===== config.mk =====
export PLATFORM = sky130hd
export DESIGN_NAME = vga_frame_sched
export DESIGN_NICKNAME = d
export VERILOG_FILES = /design/src/rtl/vga_pkg.sv /design/src/rtl/vga_timing.sv /design/src/rtl/vga_frame_sched.sv
export SDC_FILE = /design/constraint.sdc
export NUM_CORES = 1
export LEC_CHECK = 0
export CORE_MARGIN = 5
export CORE_UTILIZATION = 50
export DETAILED_ROUTE_END_ITERATION = 10
export GPL_TIMING_DRIVEN = 0
export PLACE_DENSITY = 0.74
export SLEW_MARGIN = 30
export SYNTH_ARGS = -nofsm -noshare
export SYNTH_HDL_FRONTEND = slang
export SYNTH_SLANG_ARGS = --single-unit

===== constraint.sdc =====
create_clock -name clk -period 5.35 [get_ports clk]
set_input_delay 0.8025 -clock clk [delete_from_list [all_inputs] [get_ports clk]]
set_output_delay 0.8025 -clock clk [all_outputs]
set_load 0.005 [all_outputs]

===== src/rtl/vga_pkg.sv =====
// Shared VGA timing defaults and the scheduler state type.
package vga_pkg;

  // 640x480@60 line timing, in pixel clocks
  localparam int H_VIS_DEF  = 640;
  localparam int H_FP_DEF   = 16;
  localparam int H_SYNC_DEF = 96;
  localparam int H_BP_DEF   = 48;
  localparam int H_TOT_DEF  = H_VIS_DEF + H_FP_DEF + H_SYNC_DEF + H_BP_DEF;

  // 640x480@60 frame timing, in lines
  localparam int V_VIS_DEF  = 480;
  localparam int V_FP_DEF   = 10;
  localparam int V_SYNC_DEF = 2;
  localparam int V_BP_DEF   = 33;
  localparam int V_TOT_DEF  = V_VIS_DEF + V_FP_DEF + V_SYNC_DEF + V_BP_DEF;

  // Width of the hpos/vpos position counters
  localparam int POS_W = 10;

  typedef enum logic [1:0] {
    IDLE   = 2'd0,
    RUN    = 2'd1,
    PEND   = 2'd2,
    COMMIT = 2'd3
  } sched_state_t;

endpackage


===== src/rtl/vga_timing.sv =====
// Pixel/line counters with registered sync, blanking and frame-count decode.
module vga_timing
  import vga_pkg::*;
#(
  parameter int H_VIS  = H_VIS_DEF,
  parameter int H_FP   = H_FP_DEF,
  parameter int H_SYNC = H_SYNC_DEF,
  parameter int H_BP   = H_BP_DEF,
  parameter int V_VIS  = V_VIS_DEF,
  parameter int V_FP   = V_FP_DEF,
  parameter int V_SYNC = V_SYNC_DEF,
  parameter int V_BP   = V_BP_DEF
) (
  input  logic             clk,
  input  logic             rst_n,
  output logic [POS_W-1:0] hpos,
  output logic [POS_W-1:0] vpos,
  output logic             hsync,
  output logic             vsync,
  output logic             display_on,
  output logic [7:0]       frame_cnt
);

  localparam int H_TOT = H_VIS + H_FP + H_SYNC + H_BP;
  localparam int V_TOT = V_VIS + V_FP + V_SYNC + V_BP;

  localparam logic [POS_W-1:0] H_LAST = POS_W'(H_TOT - 1);
  localparam logic [POS_W-1:0] V_LAST = POS_W'(V_TOT - 1);
  localparam logic [POS_W-1:0] H_VEND = POS_W'(H_VIS);
  localparam logic [POS_W-1:0] V_VEND = POS_W'(V_VIS);
  localparam logic [POS_W-1:0] H_SS   = POS_W'(H_VIS + H_FP);
  localparam logic [POS_W-1:0] H_SE   = POS_W'(H_VIS + H_FP + H_SYNC);
  localparam logic [POS_W-1:0] V_SS   = POS_W'(V_VIS + V_FP);
  localparam logic [POS_W-1:0] V_SE   = POS_W'(V_VIS + V_FP + V_SYNC);

  // After reset release the first clock parks at (0,0) so the decoded
  // outputs describe pixel (0,0) before counting starts.
  logic             started;
  logic [POS_W-1:0] h_nxt;
  logic [POS_W-1:0] v_nxt;
  logic             wrap_frame;

  // Next raster position; sync/blank flags are decoded from it so they line up with hpos/vpos
  always_comb begin
    h_nxt      = hpos;
    v_nxt      = vpos;
    wrap_frame = 1'b0;
    if (!started) begin
      h_nxt = '0;
      v_nxt = '0;
    end else if (hpos == H_LAST) begin
      h_nxt = '0;
      if (vpos == V_LAST) begin
        v_nxt      = '0;
        wrap_frame = 1'b1;
      end else begin
        v_nxt = vpos + POS_W'(1);
      end
    end else begin
      h_nxt = hpos + POS_W'(1);
    end
  end

  // Register position, active-low syncs, visible-area flag and completed-frame count
  always_ff @(posedge clk or negedge rst_n) begin
    if (!rst_n) begin
      started    <= 1'b0;
      hpos       <= '0;
      vpos       <= '0;
      hsync      <= 1'b1;
      vsync      <= 1'b1;
      display_on <= 1'b0;
      frame_cnt  <= '0;
    end else begin
      started    <= 1'b1;
      hpos       <= h_nxt;
      vpos       <= v_nxt;
      hsync      <= !((h_nxt >= H_SS) && (h_nxt < H_SE));
      vsync      <= !((v_nxt >= V_SS) && (v_nxt < V_SE));
      display_on <= (h_nxt < H_VEND) && (v_nxt < V_VEND);
      if (wrap_frame) frame_cnt <= frame_cnt + 8'd1;
    end
  end

endmodule


===== src/rtl/vga_frame_sched.sv =====
// VGA timing plus a mode scheduler that only commits mode changes at vblank.
module vga_frame_sched
  import vga_pkg::*;
#(
  parameter int H_VIS  = H_VIS_DEF,
  parameter int H_FP   = H_FP_DEF,
  parameter int H_SYNC = H_SYNC_DEF,
  parameter int H_BP   = H_BP_DEF,
  parameter int V_VIS  = V_VIS_DEF,
  parameter int V_FP   = V_FP_DEF,
  parameter int V_SYNC = V_SYNC_DEF,
  parameter int V_BP   = V_BP_DEF
) (
  input  logic             clk,
  input  logic             rst_n,
  input  logic             ena,
  input  logic [7:0]       ui_in,
  output logic [POS_W-1:0] hpos,
  output logic [POS_W-1:0] vpos,
  output logic             hsync,
  output logic             vsync,
  output logic             display_on,
  output logic [2:0]       mode,
  output logic             mode_stb,
  output logic [7:0]       frame_cnt
);

  localparam int H_TOT = H_VIS + H_FP + H_SYNC + H_BP;
  localparam int V_TOT = V_VIS + V_FP + V_SYNC + V_BP;

  localparam logic [POS_W-1:0] H_LAST = POS_W'(H_TOT - 1);
  localparam logic [POS_W-1:0] V_LAST = POS_W'(V_TOT - 1);
  localparam logic [POS_W-1:0] V_BLNK = POS_W'(V_VIS);

  vga_timing #(
    .H_VIS(H_VIS), .H_FP(H_FP), .H_SYNC(H_SYNC), .H_BP(H_BP),
    .V_VIS(V_VIS), .V_FP(V_FP), .V_SYNC(V_SYNC), .V_BP(V_BP)
  ) u_timing (
    .clk        (clk),
    .rst_n      (rst_n),
    .hpos       (hpos),
    .vpos       (vpos),
    .hsync      (hsync),
    .vsync      (vsync),
    .display_on (display_on),
    .frame_cnt  (frame_cnt)
  );

  sched_state_t state;
  logic [2:0]   req;
  logic [7:0]   auto_cnt;
  logic         auto_q;
  logic         auto_on;
  logic [7:0]   period;
  logic         vblank_start;
  logic         frame_end;
  logic [2:0]   want;
  logic         run_trigger;
  logic         unused_ui;

  assign unused_ui    = ui_in[3];
  assign auto_on      = ui_in[7];
  assign period       = 8'd1 << ui_in[6:4];
  assign vblank_start = (hpos == '0) && (vpos == V_BLNK);
  assign frame_end    = (hpos == H_LAST) && (vpos == V_LAST);
  // Auto mode always asks for the next pattern; manual mode asks for ui_in[2:0]
  assign want         = auto_on ? (mode + 3'd1) : ui_in[2:0];
  assign run_trigger  = auto_on ? (auto_cnt >= period) : (ui_in[2:0] != mode);

  // Frames elapsed since the last commit or since auto-cycle was switched on
  always_ff @(posedge clk or negedge rst_n) begin
    if (!rst_n) begin
      auto_q   <= 1'b0;
      auto_cnt <= '0;
    end else begin
      auto_q <= auto_on;
      if (ena) begin
        if ((auto_on && !auto_q) || (state == COMMIT)) begin
          auto_cnt <= '0;
        end else if (frame_end && (auto_cnt != 8'hFF)) begin
          auto_cnt <= auto_cnt + 8'd1;
        end
      end
    end
  end

  // Scheduler: latch a request, hold it until the first vblank cycle, then commit
  always_ff @(posedge clk or negedge rst_n) begin
    if (!rst_n) begin
      state    <= IDLE;
      req      <= '0;
      mode     <= '0;
      mode_stb <= 1'b0;
    end else begin
      mode_stb <= 1'b0;
      if (!ena) begin
        state <= IDLE;
      end else begin
        case (state)
          IDLE: state <= RUN;
          RUN: begin
            if (run_trigger) begin
              req   <= want;
              state <= PEND;
            end
          end
          PEND: begin
            // The request seen during the vblank cycle itself is not used;
            // the value latched on the previous cycle is committed.
            if (vblank_start) begin
              mode     <= req;
              mode_stb <= 1'b1;
              state    <= COMMIT;
            end else if (want == mode) begin
              state <= RUN;
            end else begin
              req <= want;
            end
          end
          COMMIT:  state <= RUN;
          default: state <= IDLE;
        endcase
      end
    end
  end

endmodule


Fig. 1: supply network
Pins as bars on the die edge.
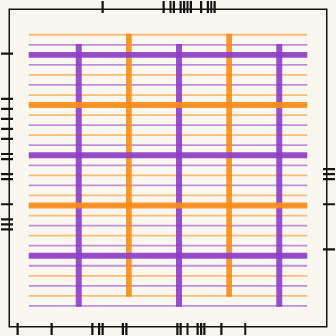
[VDD] orange
[VSS] purple
met1 rails: 28
met5 straps: 5
signal pins: 46

Fig. 2: placement by cell class
The bar under the picture is 20 um long.
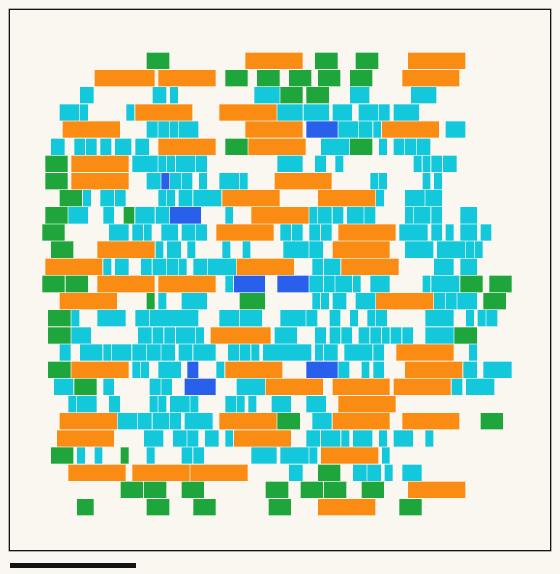
[flops] orange | cells: 50 | share of their area: 37%
[all other logic] cyan | cells: 245 | share of their area: 47%
[other buffers and delay cells] green | cells: 48 | share of their area: 14%
[clock drivers and dummy loads] blue | cells: 8 | share of their area: 2.7%

Fig. 3: routed clock nets over the placement
The bar under the picture is 20 um long.
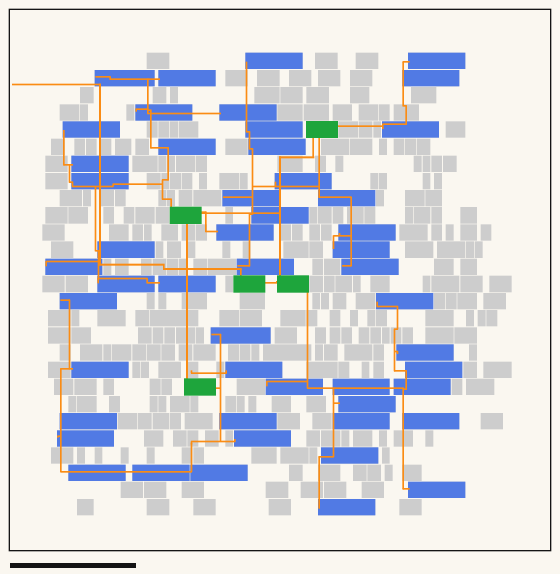
[flip-flops] blue | count: 50
[cells driving clock nets] green | count: 5
[clock wires] orange | length: 568 um
flops lie: all over the die

==> flow_summary.yaml <==
# implementation run metrics
setup_path:
  crit_fanout: 8
  startpoint_type: "primary input"
  crit_type: "primary input to flip-flop"
  end_kind: "flip-flop"
  arrival_ns: 3.44
clocking:
  h-tree-depth: 2
  cts_hold_buf: 0
  cts_buffers: 5
  root_buffer: "clkbuf_8"
  clk_pin_slew_ns: 0.08
  cts_resized: 0
synth:
  mux_area_frac: 0.03548
  adder_share: 0.06570
  synth.most_common_cell: "dfrtp_1"
  synth_seq_share: 0.4389
  fp_nets: 325
  synth_flops: 50
  avgSynthCellArea_um2: 9.553
  ys_chip_area_mm2: 0.002856
  post_synth_num_cell_types: 46
  simple_gate_area_frac: 0.2584
  ys.flop_type: "dfrtp_1"
  synthCells: 299
  top_area_cell: "dfrtp_1"
  synthesis.area_mm2: 0.002856
  async_flop_share: 1.000
  edf_count: 0
layout:
  buf_share: 0.1328
  design_area_mm2: 0.003476
  mostFrequentLayoutCell: "dfrtp_1"
  inv_count: 13
  drive_gt1_frac: 0.09117
  antennaDiodeCount: 0
  final_util: 0.6274
  seq_area_frac: 0.3607
  nets: 376
  n_clock_buffer: 7
  fill_cells: 491
run:
  warnings: 29
  cap_viol_max_count: 0
floorplanning:
  die_y_um: 85.59
  rows: 27
  die_area_mm2: 0.007325
  tap-cell-count: 72
  die_width_um: 85.59
  core_mm2: 0.005540
sta:
  finalClockSkew_ns: 0.008787
  final_max_slew_viol_count: 0
  relSlewSlack: 0.5605
  finalHoldViolCount: 0
  fmax_ghz: 0.3076
  grt_setup_unrepaired: "false"
  finalCritPeriodShare: 0.6077
  hold_slack_ns: 0.4767
  worst_slack_ns: 2.099
global_route:
  grt_max_degree: 51
  grt_pass1_wl_mm: 10.32
  grt_usage: 0.1714
route:
  drtIter0Drc: 156
  first_pass_iters: 4
  wirelength_met1_mm: 2.749
  highest_layer: "met4"
  drc: 0
  totalWireLength_mm: 6.009
  wl_met3_um: 225
  dr_total_vias: 2327
pwr:
  power.density_mw_per_mm2: 198.6
  irDropWorstVdd_v: 0.0001235
  comb-power_w: 0.0000672
  clkPwrFrac: 0.321
  powerSeq_w: 0.000402
  p_int_w: 0.0005278
placed_design:
  place.gp.congestion: 0.7777
  placed_area_mm2: 0.003385
outcome:
  status: "finished, final reports clean"
==> critical path, delay by kind of cell <==
| family | cells | cell delay [ns] |
|---|---|---|
| buffers and inverters | 1 | 0.60 |
| muxes | 1 | 0.39 |
| and+or+nand+nor | 3 | 0.92 |
| AOI/OAI and AO/OA | 2 | 0.45 |
| adders and majority gates | 1 | 0.29 |
==> final timing paths <==
path,startpoint,end,slack (ns)
min in group asynchronous,rst_n,u_timing.display_on,0.51
setup / recovery,ui_in[5],req[0],2.10
hold / removal,u_timing.frame_cnt[7],u_timing.frame_cnt[7],0.48
setup reg to reg,u_timing.hpos[0],u_timing.display_on,2.76
max in group asynchronous,rst_n,req[2],4.43
hold reg to reg,u_timing.frame_cnt[7],u_timing.frame_cnt[7],0.48
Power and IR drop assume default switching activity.
